### src/rtl/mem_arb_pkg.sv
// mem_arb_pkg: shared types and constants for the memory arbiter.
package mem_arb_pkg;

    typedef enum logic [1:0] {
        SRC_NONE = 2'd0,
        SRC_IF   = 2'd1,
        SRC_DR   = 2'd2
    } rsp_src_t;

    localparam logic [31:0] MEM_PUTC = 32'h8000_001c;
    localparam logic [31:0] MEM_EXIT = 32'h8000_002c;
    localparam int          STARVE_W = 3;

endpackage

### src/rtl/mem_arb_sel.sv
// mem_arb_sel: one-hot grant selection (dw > dr > if) with fetch anti-starvation.
module mem_arb_sel
    import mem_arb_pkg::*;
#(
    parameter int STARVE_MAX = 4
) (
    input  logic clk,
    input  logic resetb,
    input  logic i_if_req,
    input  logic i_dr_req,
    input  logic i_dw_req,
    output logic o_if_gnt,
    output logic o_dr_gnt,
    output logic o_dw_gnt
);

    logic [STARVE_W-1:0] r_starve_cnt;
    logic                w_if_win;

    // fetch overrides data requests once it has waited through STARVE_MAX data grants
    always_comb begin
        w_if_win = i_if_req && (r_starve_cnt == STARVE_W'(STARVE_MAX));
        o_dw_gnt = i_dw_req && !w_if_win;
        o_dr_gnt = i_dr_req && !i_dw_req && !w_if_win;
        o_if_gnt = i_if_req && (w_if_win || (!i_dw_req && !i_dr_req));
    end

    // saturating count of data grants taken while fetch is waiting
    always_ff @(posedge clk or negedge resetb) begin
        if (!resetb)
            r_starve_cnt <= '0;
        else if (!i_if_req || o_if_gnt)
            r_starve_cnt <= '0;
        else if ((o_dw_gnt || o_dr_gnt) && r_starve_cnt != '1)
            r_starve_cnt <= r_starve_cnt + 1'b1;
    end

endmodule

### src/rtl/mem_arbiter.sv
// mem_arbiter: single-port memory shared by fetch, data read and data write; MMIO diversion under MEM_ARBITER_MMIO_EN.
module mem_arbiter
    import mem_arb_pkg::*;
#(
    parameter int MEMSIZE    = 256 * 1024,
    parameter int STARVE_MAX = 4
) (
    input  logic        clk,
    input  logic        resetb,
    input  logic        i_if_req,
    input  logic [31:0] i_if_addr,
    output logic        o_if_gnt,
    output logic        o_if_rvalid,
    output logic [31:0] o_if_rdata,
    input  logic        i_dr_req,
    input  logic [31:0] i_dr_addr,
    output logic        o_dr_gnt,
    output logic        o_dr_rvalid,
    output logic [31:0] o_dr_rdata,
    input  logic        i_dw_req,
    input  logic [31:0] i_dw_addr,
    input  logic [31:0] i_dw_wdata,
    input  logic [3:0]  i_dw_wstrb,
    output logic        o_dw_gnt,
    output logic        o_mem_rready,
    output logic [29:0] o_mem_raddr,
    input  logic [31:0] i_mem_rdata,
    output logic        o_mem_wready,
    output logic [29:0] o_mem_waddr,
    output logic [31:0] o_mem_wdata,
    output logic [3:0]  o_mem_wstrb,
    output logic        o_mmio_wvalid,
    output logic [31:0] o_mmio_addr,
    output logic [31:0] o_mmio_wdata,
    output logic        o_stall,
    output logic        o_err
);

    localparam int AW = $clog2(MEMSIZE);

    rsp_src_t    r_rsp_src;
    logic        r_rsp_oob;
    logic        w_rd;
    logic [31:0] w_raddr;
    logic        w_r_oob;
    logic        w_w_oob;
    logic        w_mmio;

    // requests are masked during reset so no grant escapes while resetb is low
    mem_arb_sel #(.STARVE_MAX(STARVE_MAX)) u_sel (
        .clk      (clk),
        .resetb   (resetb),
        .i_if_req (i_if_req && resetb),
        .i_dr_req (i_dr_req && resetb),
        .i_dw_req (i_dw_req && resetb),
        .o_if_gnt (o_if_gnt),
        .o_dr_gnt (o_dr_gnt),
        .o_dw_gnt (o_dw_gnt)
    );

    // route the granted access to memory, MMIO or the error pulse; present the pending read response
    always_comb begin
        w_rd          = o_if_gnt || o_dr_gnt;
        w_raddr       = o_dr_gnt ? i_dr_addr : i_if_addr;
        w_r_oob       = (w_raddr >> AW) != 32'd0;
        w_w_oob       = (i_dw_addr >> AW) != 32'd0;
`ifdef MEM_ARBITER_MMIO_EN
        w_mmio        = o_dw_gnt && (i_dw_addr == MEM_PUTC || i_dw_addr == MEM_EXIT);
`else
        w_mmio        = 1'b0;
`endif
        o_mem_rready  = w_rd && !w_r_oob;
        o_mem_raddr   = w_raddr[31:2];
        o_mem_wready  = o_dw_gnt && !w_w_oob;
        o_mem_waddr   = i_dw_addr[31:2];
        o_mem_wdata   = i_dw_wdata;
        o_mem_wstrb   = i_dw_wstrb;
        o_mmio_wvalid = w_mmio;
        o_mmio_addr   = w_mmio ? i_dw_addr : 32'd0;
        o_mmio_wdata  = w_mmio ? i_dw_wdata : 32'd0;
        o_err         = (w_rd && w_r_oob) || (o_dw_gnt && w_w_oob && !w_mmio);
        o_stall       = (i_if_req && !o_if_gnt) || (i_dr_req && !o_dr_gnt) || (i_dw_req && !o_dw_gnt);
        o_if_rvalid   = r_rsp_src == SRC_IF;
        o_dr_rvalid   = r_rsp_src == SRC_DR;
        o_if_rdata    = (o_if_rvalid && !r_rsp_oob) ? i_mem_rdata : 32'd0;
        o_dr_rdata    = (o_dr_rvalid && !r_rsp_oob) ? i_mem_rdata : 32'd0;
    end

    // remember which port owns next cycle's read data and whether it was out of range
    always_ff @(posedge clk or negedge resetb) begin
        if (!resetb) begin
            r_rsp_src <= SRC_NONE;
            r_rsp_oob <= 1'b0;
        end else begin
            r_rsp_src <= o_dr_gnt ? SRC_DR : (o_if_gnt ? SRC_IF : SRC_NONE);
            r_rsp_oob <= w_r_oob;
        end
    end

endmodule

### config.mk
export PLATFORM = sky130hd
export DESIGN_NAME = mem_arbiter
export DESIGN_NICKNAME = d
export VERILOG_FILES = /design/src/rtl/mem_arb_pkg.sv /design/src/rtl/mem_arb_sel.sv /design/src/rtl/mem_arbiter.sv
export SDC_FILE = /design/constraint.sdc
export NUM_CORES = 1
export LEC_CHECK = 0
export ABC_CLOCK_PERIOD_IN_PS = 2100
export CAP_MARGIN = 20
export CORE_AREA = 4 4 156 158
export CTS_BUF_LIST = sky130_fd_sc_hd__clkbuf_2 sky130_fd_sc_hd__clkbuf_4 sky130_fd_sc_hd__clkbuf_8
export DETAILED_ROUTE_END_ITERATION = 6
export DIE_AREA = 0 0 160 162
export GPL_TIMING_DRIVEN = 0
export PLACE_DENSITY = 0.55
export SKIP_LAST_GASP = 1
export SLEW_MARGIN = 40
export SYNTH_ARGS = -nofsm -noshare
export SYNTH_HDL_FRONTEND = slang
export SYNTH_SLANG_ARGS = --single-unit
### constraint.sdc
create_clock -name clk -period 2.1 [get_ports clk]
set_clock_uncertainty 0.2 [all_clocks]
set_input_delay 0.315 -clock clk [delete_from_list [all_inputs] [get_ports clk]]
set_output_delay 0.315 -clock clk [all_outputs]
set_load 0.1 [all_outputs]
**Power grid**

Scale bar: 50 µm. Pins as bars on the die edge. Tap cells in grey.
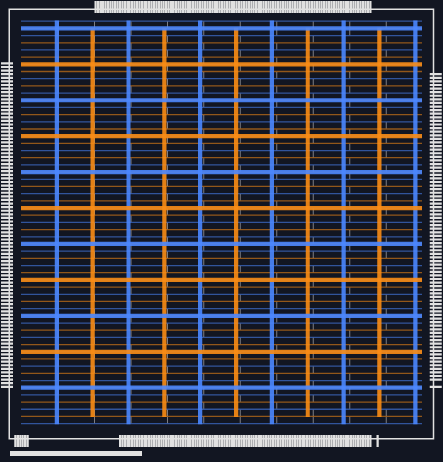
VSS -> blue
VDD -> orange
met1 rails = 57
met5 straps = 11
signal pins = 403

**Cells coloured by class**

Scale bar: 50 µm.
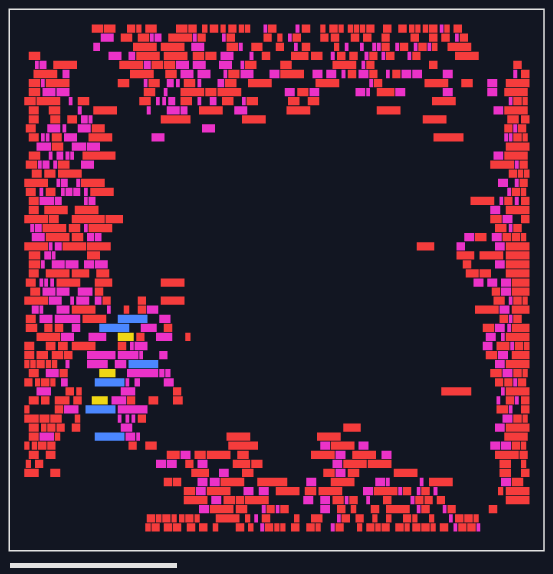
all other logic -> magenta  # cells 271
cells driving clock nets -> yellow  # cells 3
other buffers and delay cells -> red  # cells 448
flip-flops -> blue  # cells 6

**Clock network drawn from the DEF**

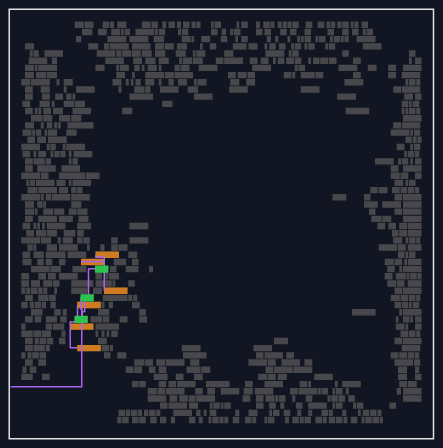
cells driving clock nets -> green  # count 3
flip-flops -> orange  # count 6
clock wires -> purple  # length 139 µm
routed clock nets = 4
proportion of power drawn by the clock network: 6.4%
clock network power: 167 µW
Worst-Skew Late Latency: 220 ps

==> datasheet_impl.txt <==
Implementation parameters

Parameter                              Value

Clocking
  TritonCTS clock tree    yes
  Register clock-pin slew on the reported worst setup and hold paths    around 30 ps
  Number of H-tree branching levels    1

Floorplanning
  Total number of tap cells    290
  Die boundary height    162 µm

Setup path
  Arrival time reported for the critical path endpoint    between 1500 and 2000 ps
  Critical path's largest stage delay    between 300 and 400 ps
  Total stage count of the critical path    10
  Setup Crit Path Kind    flop to primary output
  Cell-by-cell listing of the critical path    inv_2 > ha_4 > nand3_4 > nand4b_4 > clkinv_4 > buf_12 > buf_16 > nand2_4 > nand2_4 > buf_12
  Highest fanout seen on the critical path    6
  Sum of buffers and inverters on the critical path    5
  Largest delay contributor family on the critical path    buffers and inverters
  R2r worst-path depth    9
  Capturing element type of the critical path    primary output

Power
  Final Power    about 2600 µW
  Power group with the highest consumption    combinational logic
  Flop pwr share    around 4.7%
  Power drawn by the combinational cells    roughly 2300 µW
  Gate power share    88.9%
  Cell-internal power    roughly 890 µW

Place
  Placer's final routability congestion estimate    0.7489
  Cell count after placement    989
  Count of input and output buffers    approximately 280
  Worst slack at placement    -764.6 ps
  Instance area after placement    approximately 0.0052 mm²

Min path
  Path category of the worst min-delay check    input pin to flop
  Hold path depth    3

STA
  Unrepaired setup endpoints after global routing    true
  Final worst path period share    107.6%
  Number of hold violations in the final report    0
  Final WS setup    -159.1 ps
  Time the final worst path needs with I/O delays and setup    2259 ps
  Min Hold Slack    ~430 ps
  Post-Route Setup TNS    -3065 ps
  Setup-failing EPs final    33

Finish
  Fraction of layout cells with a size suffix above 1    between 60% and 70%
  Number of nets in the layout    approximately 900
  Post-Layout Cell Count    between 1,000 and 1,500
  Filler instances    approximately 2,400
  Number of flip-flops in the largest register    3
  Final-layout clock-cell area share    less than 1%
  Layout inverter count without the clock tree    4
  Count of sequential standard cells    6
  Registers with the most flip-flops    u_sel.r_starve_cnt: 3 flops, r_rsp_src: 2 flops, r_rsp_oob: 1 flops

Logic synthesis
  Area leader, netlist    buf_4
  Tally of yosys warning messages    0
  Area share of the largest cell type after synthesis    roughly 43%

Run status
  Run status    finished with violations
  Violated checks    setup timing

Detailed routing
  M1 WL    about 4700 µm
  Met2 Routed Length    roughly 7900 µm
  Total DRC errors in the routed layout    0
  Vias after detailed routing    3,278
  Detail-routed via count per cell    3.220
  Detailed route wirelength on metal3    roughly 1100 µm

Flow run
  Log Warnings    36

GRT
  Number of global-route vias before repair    roughly 3,200
  Pin count of the biggest net entering global routing    11
  Overall global routing resource usage    under 10%
  Antenna violations before repair    0
==> kinds of logic after synthesis <==
group / Yosys count / share of synthesized area (%)
flip-flops: 6 / 6.469
adder cells (fa/ha/maj): 3 / 1.617
multiplexers: 2 / 0.8626
AND-OR/OR-AND: 6 / 1.779
other: 1 / 0.1616
AND/OR/NAND/NOR: 190 / 41.08
buffers and inverters: 147 / 47.65
XOR/XNOR: 1 / 0.3774
==> worst min-delay path: cells and delay by family <==
| kind | cells | cell delay (ps) |
|---|---|---|
| buffers and inverters | 1 | 270 |
| AND/OR/NAND/NOR | 2 | 210 |
==> timing repair <==
action,4_1_cts,5_1_grt
gates resized,355,148
endpoints found under the hold margin,6,0
hold buffers,1,0
gates cloned,3,6
buffers inserted,11,6
pin swaps,26,20
endpoints found under the setup margin,101,96
Power and IR drop assume default switching activity.
